Figure 1. The metal 3 layer (run 1).
Drawn at 4 px/micron. Cells faint in the background.
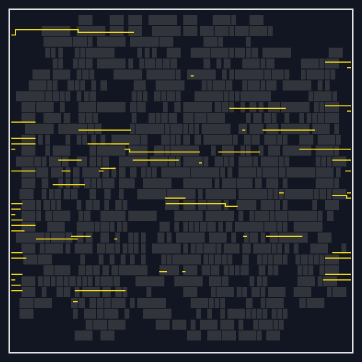
Figure 2. Cell sizes after repair (run 1).
Drawn at 3 px/micron.
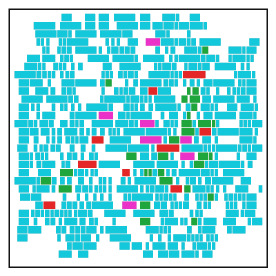
Figure 3. Wiring heat map (run 1).
Drawn at 4 px/micron. 17 x 17 tiles, from dark purple (low) to yellow (high), scaled to the fullest tile. Values are wire area over tile area, all layers added.
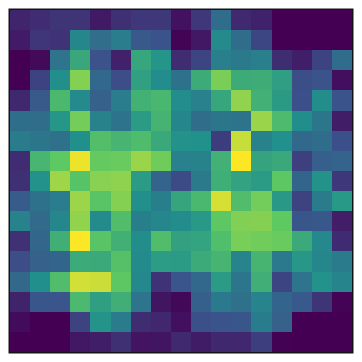
===== src/rtl/seven_seg_bcd_timer_mux.sv =====
// N-digit BCD up/down timer with a programmable prescaler and a time-multiplexed
// seven-segment scan. Count, tick and wrap move together; display outputs lag count by one cycle.
module seven_seg_bcd_timer_mux #(
    parameter int NUM_DIGITS  = 2,
    parameter int DIV_W       = 24,
    parameter int REFRESH_CYC = 1000
) (
    input  logic                    clk,
    input  logic                    rst,
    input  logic                    ena,
    input  logic [DIV_W-1:0]        tick_div,
    input  logic [1:0]              mode,
    input  logic                    load,
    input  logic [4*NUM_DIGITS-1:0] load_val,
    output logic [4*NUM_DIGITS-1:0] count,
    output logic                    tick,
    output logic                    wrap,
    output logic [6:0]              seg,
    output logic                    dp,
    output logic [NUM_DIGITS-1:0]   an
);
    localparam int REF_W = (REFRESH_CYC > 1) ? $clog2(REFRESH_CYC) : 1;
    localparam int IDX_W = (NUM_DIGITS > 1) ? $clog2(NUM_DIGITS) : 1;

    typedef logic [NUM_DIGITS-1:0][3:0] bcd_t;

    bcd_t               cnt_q, cnt_d, cnt_inc, cnt_dec, ld_sat;
    logic               inc_co, dec_bo;
    logic [DIV_W-1:0]   pre_q, pre_d;
    logic               step;
    logic               tick_q, tick_d, wrap_q, wrap_d, tog_q, tog_d;
    logic [REF_W-1:0]   ref_q, ref_d;
    logic               ref_end;
    logic [IDX_W-1:0]   idx_q, idx_d;
    logic [NUM_DIGITS-1:0] an_q, an_d;
    logic [6:0]         seg_q, seg_d;
    logic               dp_q, dp_d;

    function automatic logic [6:0] seg_decode(input logic [3:0] d);
        case (d)
            4'd0:    seg_decode = 7'h3F;
            4'd1:    seg_decode = 7'h06;
            4'd2:    seg_decode = 7'h5B;
            4'd3:    seg_decode = 7'h4F;
            4'd4:    seg_decode = 7'h66;
            4'd5:    seg_decode = 7'h6D;
            4'd6:    seg_decode = 7'h7D;
            4'd7:    seg_decode = 7'h07;
            4'd8:    seg_decode = 7'h7F;
            4'd9:    seg_decode = 7'h6F;
            default: seg_decode = 7'h00;
        endcase
    endfunction

    // The >= compare makes a shrinking tick_div fire on the next edge instead of overflowing.
    always_comb begin
        step   = ena && (pre_q >= tick_div);
        pre_d  = pre_q;
        if (ena) pre_d = step ? '0 : pre_q + 1'b1;
        tick_d = step;
        tog_d  = tog_q ^ step;
    end

    // Ripple carry/borrow across digits; a carry (borrow) out of the top digit is a roll-over.
    always_comb begin
        cnt_inc = cnt_q;
        cnt_dec = cnt_q;
        ld_sat  = bcd_t'(load_val);
        inc_co  = 1'b1;
        dec_bo  = 1'b1;
        for (int i = 0; i < NUM_DIGITS; i++) begin
            if (inc_co) begin
                if (cnt_q[i] == 4'd9) cnt_inc[i] = 4'd0;
                else begin
                    cnt_inc[i] = cnt_q[i] + 4'd1;
                    inc_co     = 1'b0;
                end
            end
            if (dec_bo) begin
                if (cnt_q[i] == 4'd0) cnt_dec[i] = 4'd9;
                else begin
                    cnt_dec[i] = cnt_q[i] - 4'd1;
                    dec_bo     = 1'b0;
                end
            end
            if (ld_sat[i] > 4'd9) ld_sat[i] = 4'd9;
        end
    end

    always_comb begin
        cnt_d  = cnt_q;
        wrap_d = 1'b0;
        if (load) begin
            cnt_d = ld_sat;
        end else if (mode == 2'b11) begin
            cnt_d = '0;
        end else if (step) begin
            case (mode)
                2'b00: begin cnt_d = cnt_inc; wrap_d = inc_co; end
                2'b01: begin cnt_d = cnt_dec; wrap_d = dec_bo; end
                default: ;
            endcase
        end
    end

    always_comb begin
        ref_end = (ref_q == REF_W'(REFRESH_CYC - 1));
        ref_d   = ref_end ? '0 : ref_q + 1'b1;
        idx_d   = idx_q;
        if (ref_end) idx_d = (idx_q == IDX_W'(NUM_DIGITS - 1)) ? '0 : idx_q + 1'b1;
        an_d  = NUM_DIGITS'(1) << idx_q;
        seg_d = seg_decode(cnt_q[idx_q]);
        dp_d  = tog_q && (idx_q == '0);
    end

    always_ff @(posedge clk) begin
        if (rst) begin
            cnt_q  <= '0;
            pre_q  <= '0;
            tick_q <= 1'b0;
            wrap_q <= 1'b0;
            tog_q  <= 1'b0;
            ref_q  <= '0;
            idx_q  <= '0;
            an_q   <= NUM_DIGITS'(1);
            seg_q  <= 7'h3F;
            dp_q   <= 1'b0;
        end else begin
            cnt_q  <= cnt_d;
            pre_q  <= pre_d;
            tick_q <= tick_d;
            wrap_q <= wrap_d;
            tog_q  <= tog_d;
            ref_q  <= ref_d;
            idx_q  <= idx_d;
            an_q   <= an_d;
            seg_q  <= seg_d;
            dp_q   <= dp_d;
        end
    end

    assign count = cnt_q;
    assign tick  = tick_q;
    assign wrap  = wrap_q;
    assign seg   = seg_q;
    assign dp    = dp_q;
    assign an    = an_q;
endmodule


===== config.mk =====
export PLATFORM = sky130hd
export DESIGN_NAME = seven_seg_bcd_timer_mux
export DESIGN_NICKNAME = d
export VERILOG_FILES = /design/src/rtl/seven_seg_bcd_timer_mux.sv
export SDC_FILE = /design/constraint.sdc
export NUM_CORES = 1
export LEC_CHECK = 0
export ABC_AREA = 1
export ABC_CLOCK_PERIOD_IN_PS = 4700
export CORE_UTILIZATION = 55
export DETAILED_ROUTE_END_ITERATION = 8
export PLACE_DENSITY_LB_ADDON = 0.3
export RECOVER_POWER = 25
export SLEW_MARGIN = 40
export SYNTH_ARGS = -nofsm -noshare
export SYNTH_HDL_FRONTEND = slang
export SYNTH_SLANG_ARGS = --single-unit

===== constraint.sdc =====
create_clock -name clk -period 4.7 [get_ports clk]
set_clock_uncertainty 0.2 [all_clocks]
set_input_delay 0.94 -clock clk [delete_from_list [all_inputs] [get_ports clk]]
set_output_delay 0.94 -clock clk [all_outputs]
set_load 0.01 [all_outputs]

==> summary.txt, run 1 <==
Notes on the physical design

The run finished with clean final reports. In the finished design, the share of the clock period the worst path needs comes to 0.633. In the synthesized netlist, the number of instances is 538. Per the GRT congestion report, total overflow comes to 0. The first detailed-routing pass took 4 iterations.

Entering global routing, the biggest net connects 21 pins. The synthesis run identifies the leading combinational cell family as simple AND/OR/NAND/NOR gates. According to the floorplan report, the die width is 85.5 microns. The total met2 wirelength after detailed routing is 4040 microns. The final timing report derives a shortest allowable period of 2.98 ns. The summed standard-cell area reported by yosys is 3830 sq um. The library cell used as clock root buffer is sky130_fd_sc_hd__clkbuf_8. The wire length on met3 is roughly 320 microns.

Traced cell by cell, the critical path runs through clkdlybuf4s50_1, inv_1, ha_1, nand2_1, nor2_2, nand2_1, nor2_2, nand2_1, nor2_1, nand2_1, nand2_2, nand2_4, nand2_2, inv_2, nand2_1, o21ai_1. Synthesis inferred 56 register bits. The clock latency at the later pin of the worst-skew pair is about 0.32 ns. The worst endpoint data arrival time is roughly 3 ns.

The share of the Yosys chip area taken by registers is 0.293. The cell type contributing the most total cell area after synthesis is sky130_fd_sc_hd__dfxtp_1. Per the final timing report, the hold violations number 0. Yosys printed 0 warnings. The via count of the first global-routing pass is ~3,300.

The timing report shows that the slowest cell on the worst path is sky130_fd_sc_hd__clkdlybuf4s50_1. The cell count after placement is between 600 and 700. After synthesis the cells add up to about 3800 sq um.

The die height is about 85 microns. The main area contributors are sky130_fd_sc_hd__dfxtp_1 (29%), sky130_fd_sc_hd__ha_1 (14%), sky130_fd_sc_hd__nand2_1 (10%). In this run the tightest slew margin relative to its limit is 0.570.

The number of antenna violations at the first check in global routing is 0. The most frequent logic cell in the layout is sky130_fd_sc_hd__nand2_1. The remaining design rule violation count is 0.

On the worst path, the slowest cell contributes a delay of between 0.4 and 0.5 ns. Per the final report, max-transition violations number 0. The clock tree buffer depth is 2.

During I/O placement, the number of pins put on the boundary was 58. The core region is 6760 sq um. Summed over all routing layers, the global router reports a total usage of 0.227. The library cells used most frequently in the layout, excluding fill and tap cells, are sky130_fd_sc_hd__nand2_1 (107), sky130_fd_sc_hd__inv_1 (91), sky130_fd_sc_hd__dfxtp_1 (56).

For this design the static power due to leakage is 2.14 nW. The post-synthesis adder-cell area fraction is 0.137. The global-route wire length before repair is approximately 13,000 microns.

With fillers left out, the area of the finished cells amounts to 4550 sq um. Routing resource usage on met2 recorded by global route was 0.428. The detailed-route vias per instance is 5.19.

met3 track demand over resource after global routing is 0.0370. Post-CTS repair ended up resizing 0 cells. The number of antenna diodes is 0. The final cell count without fillers is between 600 and 700.

The max-capacitance violation count is 0. The timing report attributes the biggest portion of critical-path delay to simple AND/OR/NAND/NOR gates.
About Figure 1:
share of all routed wire: 4.1%
wire length on this layer: 322 microns
nets with wire on the layer: 50

About Figure 2:
[red] _3 and _4 cells | cells: 9
[cyan] _0 and _1 cells | cells: 549 | most used: nand2_1
[green] _2 cells | cells: 30 | most used: nor3_2
[magenta] _6 and larger | cells: 7 | most used: clkbuf_8

About Figure 3:
nearly empty tiles: 8.3%
tiles over half the peak: 35%
fullest tile: 0.42
mean over tiles: 0.17

## run 1: where the power goes
| part | internal, mW | switching (mW) | total, mW |
|---|---|---|---|
| Clock | 0.110 | 0.169 | 0.279 |
| Sequential | 0.493 | 0.0176 | 0.510 |
| Combinational | 0.104 | 0.119 | 0.224 |
| Total | 0.707 | 0.306 | 1.01 |
## run 1: area by class of cell
type / instances / area, sq um / share of cell area
clock buffer: 5 / 68.8 / 0.0151
clock inverter: 3 / 27.5 / 0.00605
inverter: 98 / 368 / 0.0808
multi-input combinational: 376 / 2300 / 0.505
sequential: 56 / 1120 / 0.246
tap: 80 / 100 / 0.0220
timing repair buffer: 57 / 571 / 0.125
## run 1: path summary, 6_finish.rpt
| kind | from | end | slack (ns) | cells past startpoint |
|---|---|---|---|---|
| max | tick_div[23] | tog_q | 1.72 | 16 |
| min | ref_q[0] | ref_q[0] | 0.26 | 1 |
| max reg2reg | pre_q[19] | tog_q | 2.42 | 14 |
| min reg2reg | ref_q[0] | ref_q[0] | 0.26 | 1 |
## run 1: sequential cells by signal, summed over array words and instances (netlist names), 2 cells and up
name	cells
seg	7
ref_q	10
an	2
count	8
pre_q	24
## run 1: Yosys cell counts (all sizes together)
master / count
buf: 5
a21oi: 30
dfxtp: 56
nor2: 62
and3: 1
a211oi: 4
o31ai: 1
or2: 1
nand3: 36
nand4: 13
a31oi: 1
nand2: 113
inv: 97
o22ai: 1
a32oi: 1
ha: 42
o21bai: 1
xnor2: 6
nor4: 3
clkbuf: 3
nor3: 19
xor2: 15
o21ai: 22
clkinv: 1
nor3b: 2
o21a: 1
o211ai: 1
## run 1: cell families after synthesis
group | after synthesis
adders and majority gates | 42
and+or+nand+nor | 250
buffers and inverters | 106
AOI/OAI and AO/OA | 63
xor gates and xnor gates | 21
DFF | 56
--- run 2 (diff from run 1) ---
ABC_CLOCK_PERIOD_IN_PS = 3000   (was 4700)
clock period = 3 ns   (was 4.7 ns; I/O delays follow)
==> summary.txt, run 2 <==
Notes on the physical design

The number of antenna diodes is 0 (unchanged). The setup slack of the most critical reg-to-reg path is 0.81 ns (was 2.42 ns). The die height is 85.5 microns (unchanged). The hold violation total from the final report is 0 (unchanged). The most flop-heavy register is pre_q (unchanged). The summed standard-cell area reported by yosys is 3830 sq um (unchanged). The worst reg2reg path endpoint is pre_q[4] (was tog_q). The cell type contributing the most total cell area after synthesis is sky130_fd_sc_hd__dfxtp_1 (unchanged).

The prevailing logic family in the synthesized netlist is simple AND/OR/NAND/NOR gates (unchanged). The post-cts resize count came to 0 (unchanged). The final cell count without fillers was 683 (was 675).

The source of the worst register-to-register timing path is pre_q[19] (unchanged). The most common cell in the netlist is sky130_fd_sc_hd__nand2_1 (unchanged). The iteration tally of the first detailed-router pass is 4 (unchanged). Top post-synthesis cells by count: sky130_fd_sc_hd__nand2_1 (107), sky130_fd_sc_hd__inv_1 (91), sky130_fd_sc_hd__dfxtp_1 (56), sky130_fd_sc_hd__nor2_1 (55), sky130_fd_sc_hd__ha_1 (42) (unchanged). The family with the most delay on the worst path is simple AND/OR/NAND/NOR gates (unchanged). Commonest cells after routing, fill and taps aside: sky130_fd_sc_hd__nand2_1 (107), sky130_fd_sc_hd__inv_1 (91), sky130_fd_sc_hd__dfxtp_1 (56) (unchanged). Cells along the critical path: clkdlybuf4s50_1, inv_1, ha_1, nand2_1, nor2_2, nand2_1, nor2_2, nand2_1, nor2_1, nand2_1, nand2_2, nand2_4, nand2_2, buf_12, inv_2, nand2_1, o21ai_1 (was clkdlybuf4s50_1, inv_1, ha_1, nand2_1, nor2_2, nand2_1, nor2_2, nand2_1, nor2_1, nand2_1, nand2_2, nand2_4, nand2_2, inv_2, nand2_1, o21ai_1). The global route total overflow is 0 (unchanged).

The post-synthesis instance area is 3830 sq um (unchanged). The hold-critical path endpoint is ref_q[0] (unchanged). The main flop type is sky130_fd_sc_hd__dfxtp_1 (unchanged). Result of the run: completed (unchanged).

The number of register bits inferred by synthesis is 56 (unchanged). The count of cells along the worst hold path is 1 (unchanged). The standard cell with the maximum stage delay on the critical path was sky130_fd_sc_hd__clkdlybuf4s50_1 (unchanged). The register cell area after layout is 1120 sq um (unchanged). The max-capacitance violation count is 0 (unchanged). The number of antenna violations at the first check in global routing is 0 (unchanged).

The count of library flops with an enable pin is 0 (unchanged). The sequential-to-total area share from yosys stat was 0.293 (unchanged). The global-route wire length before repair came to 13,500 microns (about the same). The via count of the first global-routing pass is 3,246 (was 3,266). The total of warnings raised by yosys is 0 (unchanged). The reported leakage power was 2.18 nW (was 2.14 nW). The post-synthesis adder-cell area fraction came to 0.137 (unchanged).
==> run 2: how the worst max path moves through the flow <==
| stage | slack [ns] | end | cells after the start |
|---|---|---|---|
| after floorplan | 0.81 | tog_q | 16 |
| after detailed placement | 0.11 | pre_q[17] | 15 |
| after global routing | 0.25 | tog_q | 17 |
| final | 0.45 | tog_q | 17 |
| after CTS | 0.45 | pre_q[17] | 15 |
| after global placement | 0.15 | tog_q | 17 |
==> run 2: logic make-up (layout without fill, tap and decap cells) <==
logic type               Yosys count  after routing
AND/OR/NAND/NOR                  250            250
buffers and inverters            106            171
XOR/XNOR                          21             21
adder cells (fa/ha/maj)           42             42
flip-flops                        56             56
AND-OR/OR-AND                     63             63
==> run 2: layout make-up <==
type                    instances  share of cell area
clock inverters                 3             0.00596
multi-input cells             376               0.497
clock buffers                   5              0.0149
flip-flops and latches         56               0.243
inverters                      98              0.0796
repair buffers                 65               0.138
well taps                      80              0.0217
==> run 2: power by group <==
part / internal (mW) / switching, mW
Clock: 0.172 / 0.263
Sequential: 0.772 / 0.0283
Combinational: 0.175 / 0.190
==> run 2: metrics by stage <==
step / power [mW] / instance area [sq um] / hold WS (ns)
after global placement: 1.17 / 4530 / 0.230
after CTS: 1.61 / 4630 / 0.262
after floorplan: 1.03 / 3830 / 0.218
final: 1.60 / 4620 / 0.261
after global routing: 1.69 / 4620 / 0.277
after detailed placement: 1.18 / 4530 / 0.241
==> run 2: routing by layer <==
| metal | share of wire | global-route usage |
|---|---|---|
| met1 | 0.45 | 0.258 |
| met2 | 0.51 | 0.425 |
| met3 | 0.030 | 0.0360 |
| met4 | 0.015 | 0.0803 |
| met5 | 0 | 0 |
Figure 4. Wiring heat map (run 2).
Drawn at 4 px/micron. 17 x 17 tiles, from dark purple (low) to yellow (high), scaled to the fullest tile. Values are wire area over tile area, all layers added.
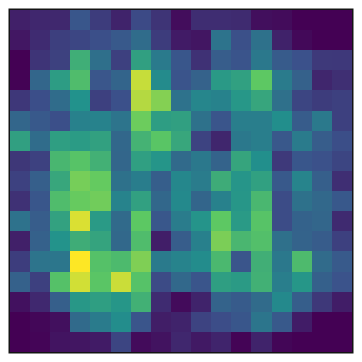
mean over tiles: 0.17
nearly empty tiles: 6.2%
fullest tile: 0.48
tiles over half the peak: 26%

Figure 5. Cell sizes after repair (run 2).
Drawn at 3 px/micron.
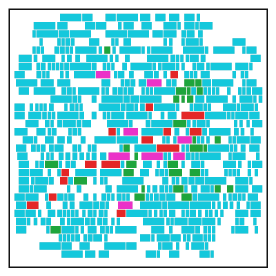
[red] _3 and _4 cells | cells: 15 | most used: buf_4
[green] _2 cells | cells: 30 | most used: nor3_2
[cyan] _0 and _1 cells | cells: 550 | most used: nand2_1
[magenta] _6 and larger | cells: 8 | most used: clkbuf_8

Power and IR drop assume default switching activity.
